## src/rtl/pri_pkg.sv

```systemverilog
// Shared constants and width helper for the registered priority encoder/arbiter.
package pri_pkg;
  localparam logic PRI_MODE_FIXED = 1'b0;
  localparam logic PRI_MODE_RR    = 1'b1;

  function automatic int pri_idx_w(input int n);
    return (n <= 2) ? 1 : $clog2(n);
  endfunction
endpackage

```

## src/rtl/pri_sel_n.sv

```systemverilog
// Combinational selector: first set bit searching downward from start, wrapping N-1..start+1.
module pri_sel_n
  import pri_pkg::*;
#(
  parameter int N     = 8,
  parameter int IDX_W = pri_idx_w(N)
) (
  input  logic [N-1:0]     req,
  input  logic [IDX_W-1:0] start,
  output logic [IDX_W-1:0] idx,
  output logic [N-1:0]     onehot
);
  localparam int PW = IDX_W + 1;

  logic [2*N-1:0] dbl;
  logic [N-1:0]   rot;
  logic [PW-1:0]  pos;

  // Rotate so req[start] lands on the top bit; highest set bit of rot is then the winner.
  always_comb begin
    dbl = {req, req} >> (PW'(start) + PW'(1));
    rot = dbl[N-1:0];
    pos = '0;
    for (int j = 0; j < N; j++)
      if (rot[j]) pos = PW'(j);
    pos = pos + PW'(start) + PW'(1);
    if (pos >= PW'(N)) pos = pos - PW'(N);
    idx    = '0;
    onehot = '0;
    if (|req) begin
      idx    = pos[IDX_W-1:0];
      onehot = N'(1) << pos[IDX_W-1:0];
    end
  end
endmodule

```

## src/rtl/pri_encode_rr.sv

```systemverilog
// Registered fixed-priority / round-robin arbiter with a valid/ready winner channel.
module pri_encode_rr
  import pri_pkg::*;
#(
  parameter int N = 8
) (
  input  logic                    clk,
  input  logic                    rst_n,
  input  logic                    en,
  input  logic                    mode,
  input  logic [N-1:0]            req,
  output logic                    out_valid,
  input  logic                    out_ready,
  output logic [pri_idx_w(N)-1:0] out_idx,
  output logic [N-1:0]            out_onehot,
  output logic                    idc
);
  localparam int IDX_W = pri_idx_w(N);
  localparam logic [IDX_W-1:0] TOP = IDX_W'(N - 1);

  logic             out_valid_q, out_valid_d;
  logic [IDX_W-1:0] out_idx_q, out_idx_d;
  logic [N-1:0]     out_onehot_q, out_onehot_d;
  logic [IDX_W-1:0] ptr_q, ptr_d;
  logic             idc_q, idc_d;

  logic             hs, slot_open, capture;
  logic [IDX_W-1:0] ptr_adv, ptr_eff, sel_start, sel_idx;
  logic [N-1:0]     sel_onehot;

  assign hs        = out_valid_q & out_ready;
  assign slot_open = ~out_valid_q | out_ready;
  assign capture   = slot_open & en & (|req);
  assign ptr_adv   = (out_idx_q == '0) ? TOP : out_idx_q - IDX_W'(1);
  // Accept-cycle capture already searches from the advanced pointer.
  assign ptr_eff   = hs ? ptr_adv : ptr_q;
  assign sel_start = (mode == PRI_MODE_RR) ? ptr_eff : TOP;

  pri_sel_n #(.N(N), .IDX_W(IDX_W)) u_sel (
    .req    (req),
    .start  (sel_start),
    .idx    (sel_idx),
    .onehot (sel_onehot)
  );

  always_comb begin
    out_valid_d  = out_valid_q;
    out_idx_d    = out_idx_q;
    out_onehot_d = out_onehot_q;
    ptr_d        = hs ? ptr_adv : ptr_q;
    idc_d        = en & (|req);
    if (slot_open) begin
      out_valid_d  = capture;
      out_idx_d    = capture ? sel_idx : '0;
      out_onehot_d = capture ? sel_onehot : '0;
    end
  end

  always_ff @(posedge clk or negedge rst_n) begin
    if (!rst_n) begin
      out_valid_q  <= 1'b0;
      out_idx_q    <= '0;
      out_onehot_q <= '0;
      ptr_q        <= TOP;
      idc_q        <= 1'b0;
    end else begin
      out_valid_q  <= out_valid_d;
      out_idx_q    <= out_idx_d;
      out_onehot_q <= out_onehot_d;
      ptr_q        <= ptr_d;
      idc_q        <= idc_d;
    end
  end

  assign out_valid  = out_valid_q;
  assign out_idx    = out_idx_q;
  assign out_onehot = out_onehot_q;
  assign idc        = idc_q;
endmodule
```

## config.mk

```make
export PLATFORM = sky130hd
export DESIGN_NAME = pri_encode_rr
export DESIGN_NICKNAME = d
export VERILOG_FILES = /design/src/rtl/pri_pkg.sv /design/src/rtl/pri_sel_n.sv /design/src/rtl/pri_encode_rr.sv
export SDC_FILE = /design/constraint.sdc
export NUM_CORES = 1
export LEC_CHECK = 0
export CORE_ASPECT_RATIO = 1.2
export CORE_UTILIZATION = 45
export DETAILED_ROUTE_END_ITERATION = 10
export PLACE_DENSITY = 0.7
export SKIP_CTS_REPAIR_TIMING = 1
export SYNTH_ARGS = -nofsm -noshare
export SYNTH_HDL_FRONTEND = slang
export SYNTH_SLANG_ARGS = --single-unit
```

## constraint.sdc

```tcl
create_clock -name clk -period 4.9 [get_ports clk]
set_clock_uncertainty 0.2 [all_clocks]
set_input_delay 1.225 -clock clk [delete_from_list [all_inputs] [get_ports clk]]
set_output_delay 1.225 -clock clk [all_outputs]
set_load 0.005 [all_outputs]
```

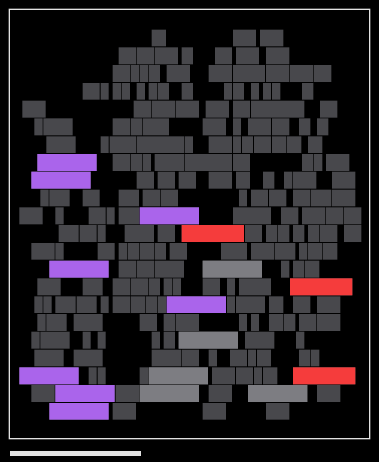
Run 1: where the registers sit
The bar under the picture is 20 um long.
[purple] `out_onehot` | placed flops: 8
[red] `ptr_q` | placed flops: 3
not colored: 5

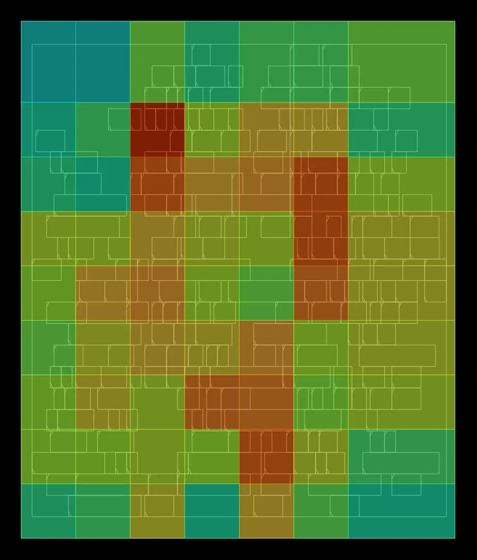
Run 1: track usage over the die
final core occ: 62.20%
overall fraction of global-route tracks in use: 23.97%
met2 Track Usage GR: 42.77%
drt wl/cell: 15.51 um

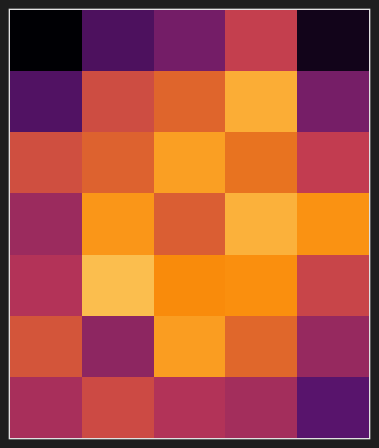
Run 1: cell density map
The die is cut into 5 by 7 equal tiles; black is low, pale yellow is high, 0 to 100% covered.
fullest tile: 86%
tiles over 75% full: 23%
mean over tiles: 53%
nearly empty tiles: 2.9%

==> flow_summary.rst, run 1 <==
Run summary
-----------

.. list-table::
   :header-rows: 1

   * - Metric
     - Value
   * - Status
     - finished, final reports clean
   * - Type of the worst setup path
     - in2reg
   * - Hold wc startpoint
     - ptr_q[2]$_DFF_PN1_
   * - Chip area from the yosys synthesis statistics
     - 0.001511 mm^2
   * - Syn nets
     - 197
   * - Weighted congestion at the end of routability-driven global placement
     - 0.9141
   * - Floorplan-stage core utilization
     - 48.17%
   * - Share of total power in combinational logic
     - 68.7%
   * - TritonCTS buffer count
     - 3
   * - Worst Tran Pin Value
     - 0.7306 ns
   * - First-pass GRT wire length
     - 6354 um
   * - Cell row count
     - 22
   * - Tmin final
     - 4.701 ns
   * - Cell area after synthesis
     - 0.001511 mm^2
   * - Largest fanout of any net on the critical path
     - 8
   * - Clock-pin slew of the registers on the worst-case setup and hold paths
     - 0.10 ns
   * - Switching component of the power
     - 407.0 uW
   * - Setup slack after placement
     - -0.05869 ns
   * - Data arrival time of the critical path
     - 4.67 ns
   * - Startpoint of the worst setup timing path
     - out_ready
   * - Async set-reset flop share out of synthesis
     - 100.0%
   * - CP max stage cell
     - mux4_2
   * - Synth Area per Inst
     - 8.397 um^2
   * - Number of buffers inserted by port buffering
     - 25
   * - Clock Tree Buf Depth
     - 2
   * - Primary FF master, synth
     - dfrtp_1
   * - Clock latency reported for the late side of the worst-skew pair
     - 0.29 ns
   * - Unrepaired setup endpoints after global routing
     - no
   * - H-tree depth
     - 1
   * - Sink of the worst hold path
     - ptr_q[2]$_DFF_PN1_
   * - Worst Reg2Reg Path Length in Cells
     - 17
   * - Number of cells produced by synthesis
     - 180
   * - Non-filler instance count after layout
     - 257
   * - Post-layout total power
     - 944.0 uW
   * - Clock share of power
     - 8.1%
   * - Maximum clock rate
     - 0.2127 GHz
   * - Critical Path Sink
     - out_onehot[5]$_DFFE_PN0N_
   * - Most common logic cells in the final layout
     - nand2_1, clkdlybuf4s50_1, buf_4
   * - Number of vias per cell
     - 5.973
   * - Power per cell area
     - 483.6 mW/mm^2
   * - HPWL after detailed placement
     - 3097 um
   * - Initial antenna violation count
     - 0
   * - Clock root buffer
     - clkbuf_4
   * - Number of global-route vias before repair
     - 1466
   * - Endpoints failing hold
     - 0
   * - R2R Setup Slk
     - 0.81 ns
   * - Fill cell total of the finished layout
     - 283
   * - Die Area
     - 0.003595 mm^2
   * - TritonCTS clock tree
     - yes
   * - Total negative setup slack
     - 0 ns
   * - Number of instances in the placed design
     - 253
   * - End of the worst register-to-register path
     - out_onehot[5]$_DFFE_PN0N_
   * - Most used logic cell in the final layout
     - nand2_1
   * - Number of enable flip-flop cells
     - 0
   * - Total number of yosys warnings
     - 0
   * - Horiz. Die Dim
     - 54.91 um
   * - Final max-slew violation count
     - 0
   * - Yosys cell count
     - 180
   * - Total of endpoints with negative setup slack in the final report
     - 0
   * - Iteration count of the initial detailed-routing pass
     - 4
   * - Chip height
     - 65.49 um
   * - Worst reg2reg path startpoint
     - out_idx[0]$_DFFE_PN0N_
   * - Most Frequent Cell on Critical Path
     - nor2_1
   * - Boundary pin count
     - 26
   * - Number of nets in the finished design
     - 239
   * - Critical Path Start Type
     - input port
[run 1: state kept, by name, indices dropped and copies added, names as in the netlist]
register and flops:
out_valid 1, out_idx 3, idc 1, out_onehot 8, ptr_q 3
[run 1: cells by family after synthesis]
| group | share of synthesized area, % |
|---|---|
| simple gates | 24.09 |
| compound gates | 27.98 |
| buf+inv | 6.373 |
| flops | 26.74 |
| mux | 9.851 |
| fa+ha+maj | 3.808 |
| xor+xnor | 1.159 |
[run 1: through the flow]
stage	hold WS, ns	cell area, um^2
6_report	0.2813	1952
5_1_grt	0.3090	1952
4_1_cts	0.2903	1952
3_5_place_dp	0.2740	1926
3_3_place_gp	0.2703	1926
2_1_floorplan	0.2541	1511
[run 1: layout make-up]
cell class | instances | area [um^2] | share of cell area, %
multi-input cells | 146 | 1011 | 51.79
repair buffers | 49 | 442.9 | 22.69
flip-flops and latches | 16 | 404.1 | 20.71
well taps | 36 | 45.04 | 2.308
clock buffers | 4 | 26.28 | 1.346
inverters | 6 | 22.52 | 1.154
[run 1: power by group through the flow]
stage	Combinational (mW)	Clock, mW	Sequential [mW]
after floorplan	0.392	0	0.216
after global placement	0.632	0	0.218
after detailed placement	0.646	0	0.220
after CTS	0.649	0.0782	0.218
after global routing	0.707	0.0871	0.225
final	0.649	0.0765	0.218
[run 1: cell usage after synthesis, types with 2 or more instances]
master | count | share of area, %
o2111ai_1 | 6 | 3.5
dfrtp_1 | 13 | 22
buf_4 | 2 | 0.99
o21ai_0 | 5 | 1.7
mux2i_1 | 9 | 6.0
nand2b_1 | 2 | 0.83
xnor2_1 | 2 | 1.2
o31ai_1 | 2 | 0.99
a21oi_1 | 5 | 1.7
nand3_1 | 8 | 2.6
nor2_1 | 15 | 3.7
nor3_1 | 6 | 2.0
a22oi_1 | 3 | 1.5
o211ai_2 | 9 | 7.5
ha_1 | 3 | 2.5
nand2_1 | 29 | 7.2
inv_1 | 5 | 1.2
o21a_1 | 3 | 1.5
nand4_1 | 3 | 1.2
or3_1 | 2 | 0.83
o22ai_1 | 2 | 0.83
mux2_2 | 2 | 1.5
o21ai_1 | 2 | 0.66
clkbuf_1 | 3 | 0.74
or4_1 | 2 | 0.99
buf_6 | 2 | 1.5
o211ai_1 | 5 | 2.5
buf_2 | 5 | 1.7
dfstp_2 | 3 | 5.2
a211oi_1 | 2 | 0.99
nor2b_1 | 3 | 1.2
[run 1: worst max-delay path, delay by kind of cell]
kind	cells	cell delay, ns
compound gates	5	0.83
buf+inv	2	0.69
fa+ha+maj	2	0.61
mux	1	0.56
simple gates	4	0.47
xor+xnor	1	0.29
[run 1: per-layer routing]
| layer | GRT usage [%] | up-vias | part of all wire, % |
|---|---|---|---|
| li1 | - | 752 | - |
| met1 | 29.06 | 736 | 43 |
| met2 | 42.77 | 41 | 51 |
| met3 | 3.935 | 6 | 4.4 |
| met4 | 5.000 | 0 | 1.1 |
| met5 | 0 | - | 0 |
==> run 2, diff against run 1 <==
- SKIP_CTS_REPAIR_TIMING: 1 -> default
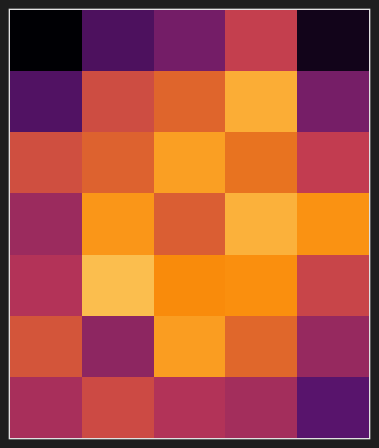
Run 2: cell density map
The die is cut into 5 by 7 equal tiles; black is low, pale yellow is high, 0 to 100% covered.
mean over tiles: 53%
tiles over 75% full: 23%
emptiest ninth of the die: north-west
fullest tile: 86%
nearly empty tiles: 2.9%

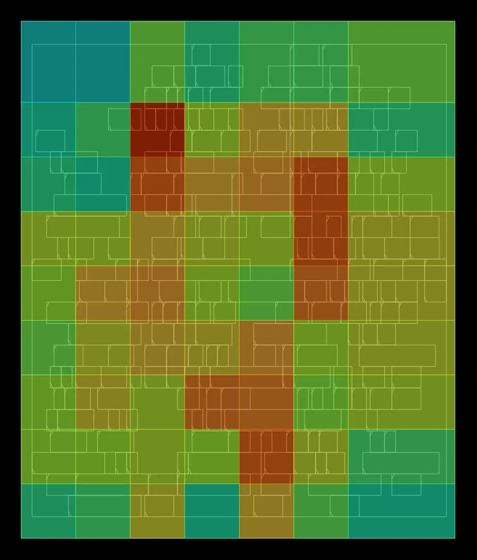
Run 2: track usage over the die
Global Route met1 Usage: 29.06%
busiest grt layer: met2

==> run 2 against run 1 <==
Against the previous run:
- worst setup slack unchanged
- sequential share of layout area unchanged
- clock power barely moved
- largest power group unchanged
- clock-buffer cell count stayed put
==> flow_summary.rst, run 2 <==
Run summary
-----------

.. list-table::
   :header-rows: 1

   * - Metric
     - Value
   * - Drt wl/cell
     - 15.51 um
   * - Power per cell area
     - 483.6 mW/mm^2
   * - Worst Tran Pin Value
     - 0.7306 ns
   * - Number of instances in the placed design
     - 253
   * - Clock-pin slew of the registers on the worst-case setup and hold paths
     - 0.10 ns
   * - Cell type contributing the most total cell area after synthesis
     - dfrtp_1
   * - Final core occ
     - 62.20%
   * - Number of vias per cell
     - 5.973
   * - Static power due to leakage
     - 0.8713 nW
   * - TritonCTS buffer count
     - 3
   * - Clock Tree Buf Depth
     - 2
   * - Number of nets in the finished design
     - 239
   * - Total of endpoints with negative setup slack in the final report
     - 0
   * - Most used logic cell in the final layout
     - nand2_1
   * - Iteration count of the initial detailed-routing pass
     - 4
   * - Clock latency reported for the late side of the worst-skew pair
     - 0.29 ns
   * - Sink of the worst hold path
     - ptr_q[2]$_DFF_PN1_
   * - Primary FF master, synth
     - dfrtp_1
   * - Worst hold slack
     - 0.2813 ns
   * - Share of total power in combinational logic
     - 68.7%
   * - Horiz. Die Dim
     - 54.91 um
   * - Clock root buffer
     - clkbuf_4
   * - Most Frequent Cell on Critical Path
     - nor2_1
   * - Largest fanout of any net on the critical path
     - 8
   * - Worst min path class
     - reg2reg
   * - Most frequent cells after synthesis
     - nand2_1, nor2_1, dfrtp_1, mux2i_1, o211ai_2
   * - Total number of yosys warnings
     - 0
   * - Initial antenna violation count
     - 0
   * - Max reg flops
     - 8
   * - Internal power
     - 537.0 uW
   * - Maximum clock rate
     - 0.2127 GHz
   * - Critical Path Start Type
     - input port
   * - R2R Setup Slk
     - 0.81 ns
   * - Fill cell total of the finished layout
     - 283
   * - Chip height
     - 65.49 um
   * - Die Area
     - 0.003595 mm^2
   * - Number of buffers inserted by hold repair at cts
     - 0
   * - Weighted congestion at the end of routability-driven global placement
     - 0.9141
   * - CP max stage cell
     - mux4_2
   * - Endpoints failing hold
     - 0
   * - Synth Area per Inst
     - 8.397 um^2
   * - End of the worst register-to-register path
     - out_onehot[5]$_DFFE_PN0N_
   * - Kind of cell with the highest combined delay on the critical path
     - AND-OR/OR-AND gates
   * - Floorplan-stage core utilization
     - 48.17%
   * - First-pass GRT wire length
     - 6354 um
   * - Tmin final
     - 4.701 ns
   * - TritonCTS clock tree
     - yes
   * - Final max-slew violation count
     - 0
   * - Status
     - finished, final reports clean
   * - Yosys cell count
     - 180
   * - Type of the worst setup path
     - in2reg
   * - Most common cell in the netlist
     - nand2_1
   * - Worst Reg2Reg Path Length in Cells
     - 17
   * - H-tree depth
     - 1
   * - Met2 Track Usage GR
     - 42.77%
   * - Cell area after synthesis
     - 0.001511 mm^2
   * - Number of cells produced by synthesis
     - 180
   * - Cells traversed along the worst timing path
     - clkdlybuf4s50_1, and2_1, o21ai_1, mux4_2, o22ai_1, nor2_1, o211ai_1, nand3_1, ha_1, fa_1, xnor2_1, nor2_1, buf_4, o2111ai_1, o211ai_2
   * - Number of global-route vias before repair
     - 1466
   * - Number of buffers inserted by port buffering
     - 25
   * - Area share of the leading cell type in the synthesized netlist
     - 21.52%
   * - Final Instance Area
     - 0.001952 mm^2
   * - Most area-consuming cells after synthesis
     - dfrtp_1, o211ai_2, nand2_1
   * - Clock share of power
     - 8.1%
   * - Chip area from the yosys synthesis statistics
     - 0.001511 mm^2
   * - Post-layout total power
     - 944.0 uW
   * - Instance area at placement
     - 0.001926 mm^2
   * - HPWL after detailed placement
     - 3097 um
   * - Switching component of the power
     - 407.0 uW
   * - Most common logic cells in the final layout
     - nand2_1, clkdlybuf4s50_1, buf_4
   * - Boundary pin count
     - 26
   * - Number of enable flip-flop cells
     - 0
   * - Number of synthesized register bits
     - 16
   * - Hold wc startpoint
     - ptr_q[2]$_DFF_PN1_
   * - Data arrival time of the critical path
     - 4.67 ns
   * - Syn nets
     - 197
   * - Layout cell share with drive strength beyond 1
     - 22.17%
   * - Non-filler instance count after layout
     - 257
   * - Overall fraction of global-route tracks in use
     - 23.97%
   * - Unrepaired setup endpoints after global routing
     - no
   * - Worst reg2reg path startpoint
     - out_idx[0]$_DFFE_PN0N_
   * - Critical path buffer and inverter count
     - 2
   * - Cell row count
     - 22
   * - Met3 track demand over resource in global routing
     - 3.935%
   * - Async set-reset flop share out of synthesis
     - 100.0%
run 2: cell counts after synthesis:
Identical to the previous run, type by type.
run 2: cell type report:
| cell class | instances | area (um^2) | area share [%] |
|---|---|---|---|
| tap | 36 | 45.04 | 2.308 |
| clock buffer | 4 | 26.28 | 1.346 |
| timing repair buffer | 49 | 442.9 | 22.69 |
| multi-input combinational | 146 | 1011 | 51.79 |
| inverter | 6 | 22.52 | 1.154 |
| sequential | 16 | 404.1 | 20.71 |
run 2: cell families (layout without fill, tap and decap cells):
| family | count (synthesis) | in the layout | share of synthesized area [%] |
|---|---|---|---|
| buf+inv | 18 | 59 | 6.373 |
| simple gates | 76 | 76 | 24.09 |
| compound gates | 51 | 51 | 27.98 |
| flops | 16 | 16 | 26.74 |
| fa+ha+maj | 4 | 4 | 3.808 |
| xor+xnor | 2 | 2 | 1.159 |
| mux | 13 | 13 | 9.851 |
run 2: layer usage:
layer	part of all wire, %	vias up
met2	51	41
met3	4.4	6
li1	-	752
met5	0	-
met4	1.1	0
met1	43	736
run 2: how the worst max path moves through the flow:
stage                         start                   endpoint  slack [ns]  depth (start not counted)
final                     out_ready  out_onehot[5]$_DFFE_PN0N_        0.20                         15
after global routing      out_ready  out_onehot[2]$_DFFE_PN0N_        0.03                         15
after CTS                 out_ready  out_onehot[5]$_DFFE_PN0N_        0.24                         15
after detailed placement  out_ready  out_onehot[5]$_DFFE_PN0N_       -0.06                         15
after global placement    out_ready  out_onehot[6]$_DFFE_PN0N_       -0.02                         15
after floorplan           out_ready  out_onehot[1]$_DFFE_PN0N_        0.53                         13
run 2: per-stage QoR:
step           worst slack (ns)  TNS (ns)
2_1_floorplan            0.5320         0
3_3_place_gp           -0.01613  -0.04171
3_5_place_dp           -0.05869   -0.3237
4_1_cts                  0.2381         0
5_1_grt                 0.02886         0
6_report                 0.1988         0
run 2: power groups by stage:
stage               Clock (mW)  Sequential [mW]  Combinational [mW]
CTS                     0.0782            0.218               0.649
floorplan                    0            0.216               0.392
finish                  0.0765            0.218               0.649
detailed placement           0            0.220               0.646
global route            0.0871            0.225               0.707
global placement             0            0.218               0.632
run 2: worst reg2reg max path: stages, from the launching register on:
cell and delay, ns:
dfrtp_1 0.44, inv_1 0.07, ha_1 0.20, ha_1 0.31, nand4_1 0.11, o21ai_1 0.18
mux4_2 0.56, o22ai_1 0.27, nor2_1 0.08, o211ai_1 0.08, nand3_1 0.11, ha_1 0.20
fa_1 0.41, xnor2_1 0.29, nor2_1 0.07, buf_4 0.16, o2111ai_1 0.12, o211ai_2 0.11
==> run 3, diff against run 2 <==
- SLEW_MARGIN: default -> 40
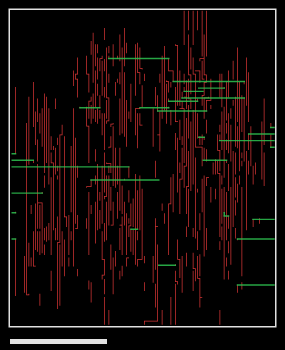
Run 3: wiring by layer
The bar under the picture is 20 um long. Two of the layers only.
[green] M3 | wire length: 176 um
[red] M2 | wire length: 2050 um

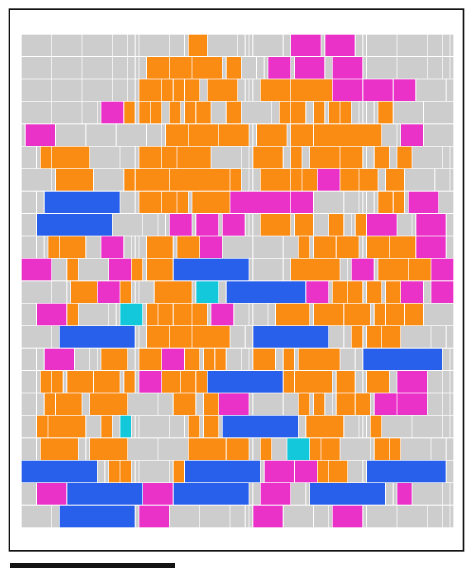
Run 3: placement by cell class
The bar under the picture is 20 um long. Fill, decap, tap and diode cells in gray.
[orange] remaining logic cells | cells: 152
[magenta] remaining buffers and delay cells | cells: 49
[blue] registers | cells: 16
[cyan] clock drivers and dummy loads | cells: 4

==> run 3 against run 2 <==
Against the previous run:
- synthesized cell count stayed put
- clock-buffer cell count stayed put
- wire length hardly changed
- die size stayed put
- core utilization is 0.16 points lower
- final area is 0.26% lower
- combinational power hardly changed
- critical path depth stayed put
- first-iteration DRC count stayed put
- sequential power hardly changed
- flip-flop count stayed put
- critical path type unchanged
- critical endpoint unchanged
- highest routed layer unchanged
==> flow_summary.rst, run 3 <==
Run summary
-----------

.. list-table::
   :header-rows: 1

   * - Metric
     - Value
   * - HPWL after detailed placement
     - 3097 um
   * - Total number of yosys warnings
     - 0
   * - Cell row count
     - 22
   * - Most common logic cells in the final layout
     - nand2_1, clkdlybuf4s50_1, buf_4
   * - Cell type contributing the most total cell area after synthesis
     - dfrtp_1
   * - Clock Tree Buf Depth
     - 2
   * - Critical Path Start Type
     - input port
   * - Layout cell share with drive strength beyond 1
     - 22.62%
   * - Static power due to leakage
     - 0.8714 nW
   * - Post-layout total power
     - 943.5 uW
   * - Unrepaired setup endpoints after global routing
     - no
   * - Final max-slew violation count
     - 0
   * - Syn nets
     - 197
   * - Floorplan-stage core utilization
     - 48.17%
   * - Number of vias per cell
     - 5.973
   * - Clock-pin slew of the registers on the worst-case setup and hold paths
     - 0.10 ns
   * - Number of buffers inserted by port buffering
     - 25
   * - Cells traversed along the worst timing path
     - clkdlybuf4s50_1, and2_1, o21ai_1, mux4_2, o22ai_1, nor2_1, o211ai_1, nand3_1, ha_1, fa_1, xnor2_1, nor2_1, buf_4, o2111ai_1, o211ai_2
   * - Area share of the leading cell type in the synthesized netlist
     - 21.52%
   * - Most common cell in the netlist
     - nand2_1
   * - H-tree depth
     - 1
   * - Tmin final
     - 4.701 ns
   * - Status
     - finished, final reports clean
   * - Kind of cell with the highest combined delay on the critical path
     - AND-OR/OR-AND gates
   * - Most used logic cell in the final layout
     - nand2_1
   * - Die Area
     - 0.003595 mm^2
   * - Async set-reset flop share out of synthesis
     - 100.0%
   * - Number of enable flip-flop cells
     - 0
   * - Maximum clock rate
     - 0.2127 GHz
   * - Number of nets in the finished design
     - 239
   * - Number of global-route vias before repair
     - 1466
   * - Endpoints failing hold
     - 0
   * - Most frequent cells after synthesis
     - nand2_1, nor2_1, dfrtp_1, mux2i_1, o211ai_2
   * - Cell area after synthesis
     - 0.001511 mm^2
   * - Instance area at placement
     - 0.001926 mm^2
   * - Critical path buffer and inverter count
     - 2
   * - TritonCTS buffer count
     - 3
   * - Yosys cell count
     - 180
   * - First-pass GRT wire length
     - 6354 um
   * - Clock latency reported for the late side of the worst-skew pair
     - 0.29 ns
   * - Number of buffers inserted by hold repair at cts
     - 0
   * - Most Frequent Cell on Critical Path
     - nor2_1
   * - Type of the worst setup path
     - in2reg
   * - Number of instances in the placed design
     - 253
   * - Number of cells produced by synthesis
     - 180
   * - Final Instance Area
     - 0.001947 mm^2
   * - Data arrival time of the critical path
     - 4.67 ns
   * - Fill cell total of the finished layout
     - 283
   * - Overall fraction of global-route tracks in use
     - 23.97%
   * - Non-filler instance count after layout
     - 257
   * - Worst min path class
     - reg2reg
==> run 3: cell count changes in the layout (fill, tap and decap cells not counted) <==
cell and delta:
clkdlybuf4s50_1 -1, buf_2 +1
==> run 3: final timing paths <==
path | depth (start not counted) | startpoint | to | slack (ns)
max in group asynchronous | 1 | rst_n | ptr_q[0]$_DFF_PN1_ | 3.57
hold / removal | 2 | ptr_q[2]$_DFF_PN1_ | ptr_q[2]$_DFF_PN1_ | 0.28
setup / recovery | 15 | out_ready | out_onehot[5]$_DFFE_PN0N_ | 0.20
min in group asynchronous | 1 | rst_n | idc$_DFF_PN0_ | 0.62
setup reg to reg | 17 | out_idx[0]$_DFFE_PN0N_ | out_onehot[5]$_DFFE_PN0N_ | 0.81
hold reg to reg | 2 | ptr_q[2]$_DFF_PN1_ | ptr_q[2]$_DFF_PN1_ | 0.28
==> run 3: cell families (layout without fill, tap and decap cells) <==
kind of cell             after synthesis  after routing  synth area share, %
multiplexers                          13             13                9.851
flip-flops                            16             16                26.74
AND/OR/NAND/NOR                       76             76                24.09
adder cells (fa/ha/maj)                4              4                3.808
buffers and inverters                 18             59                6.373
XOR/XNOR                               2              2                1.159
AND-OR/OR-AND                         51             51                27.98
==> run 3: per-stage QoR <==
step / hold WS, ns / TNS, ns / setup slack, ns / util, %
final: 0.2813 / 0 / 0.1988 / 62.04
after detailed placement: 0.2740 / -0.3237 / -0.05869 / 61.36
after global routing: 0.3090 / 0 / 0.02886 / 62.04
after CTS: 0.2903 / 0 / 0.2381 / 62.20
after global placement: 0.2703 / -0.04171 / -0.01613 / 61.36
after floorplan: 0.2541 / 0 / 0.5320 / -
==> run 3: final cells by class <==
type	instances	area, um^2	area share [%]
clock buffer	4	26.28	1.350
timing repair buffer	49	437.9	22.49
multi-input combinational	146	1011	51.93
tap	36	45.04	2.314
inverter	6	22.52	1.157
sequential	16	404.1	20.76
==> run 3: metal layers <==
layer	wire length [um]	global-route usage, %	vias up
met2	2047	42.77	41
li1	-	-	752
met1	1717	29.06	736
met3	176	3.935	6
met4	42	5.000	0
met5	0	0	-
==> run 3: power breakdown <==
group	switching, mW	leakage [nW]	total [mW]	internal, mW
clock	0.0448	0.0150	0.0765	0.0317
combinational	0.328	0.654	0.649	0.320
sequential	0.0340	0.202	0.218	0.184
==> run 3: worst min-delay path, cell delays in order, from the launching register on <==
cell and delay, ns:
dfstp_2 0.38, nand2_1 0.04, o21ai_0 0.06
Power is estimated from default activity; no workload was simulated.
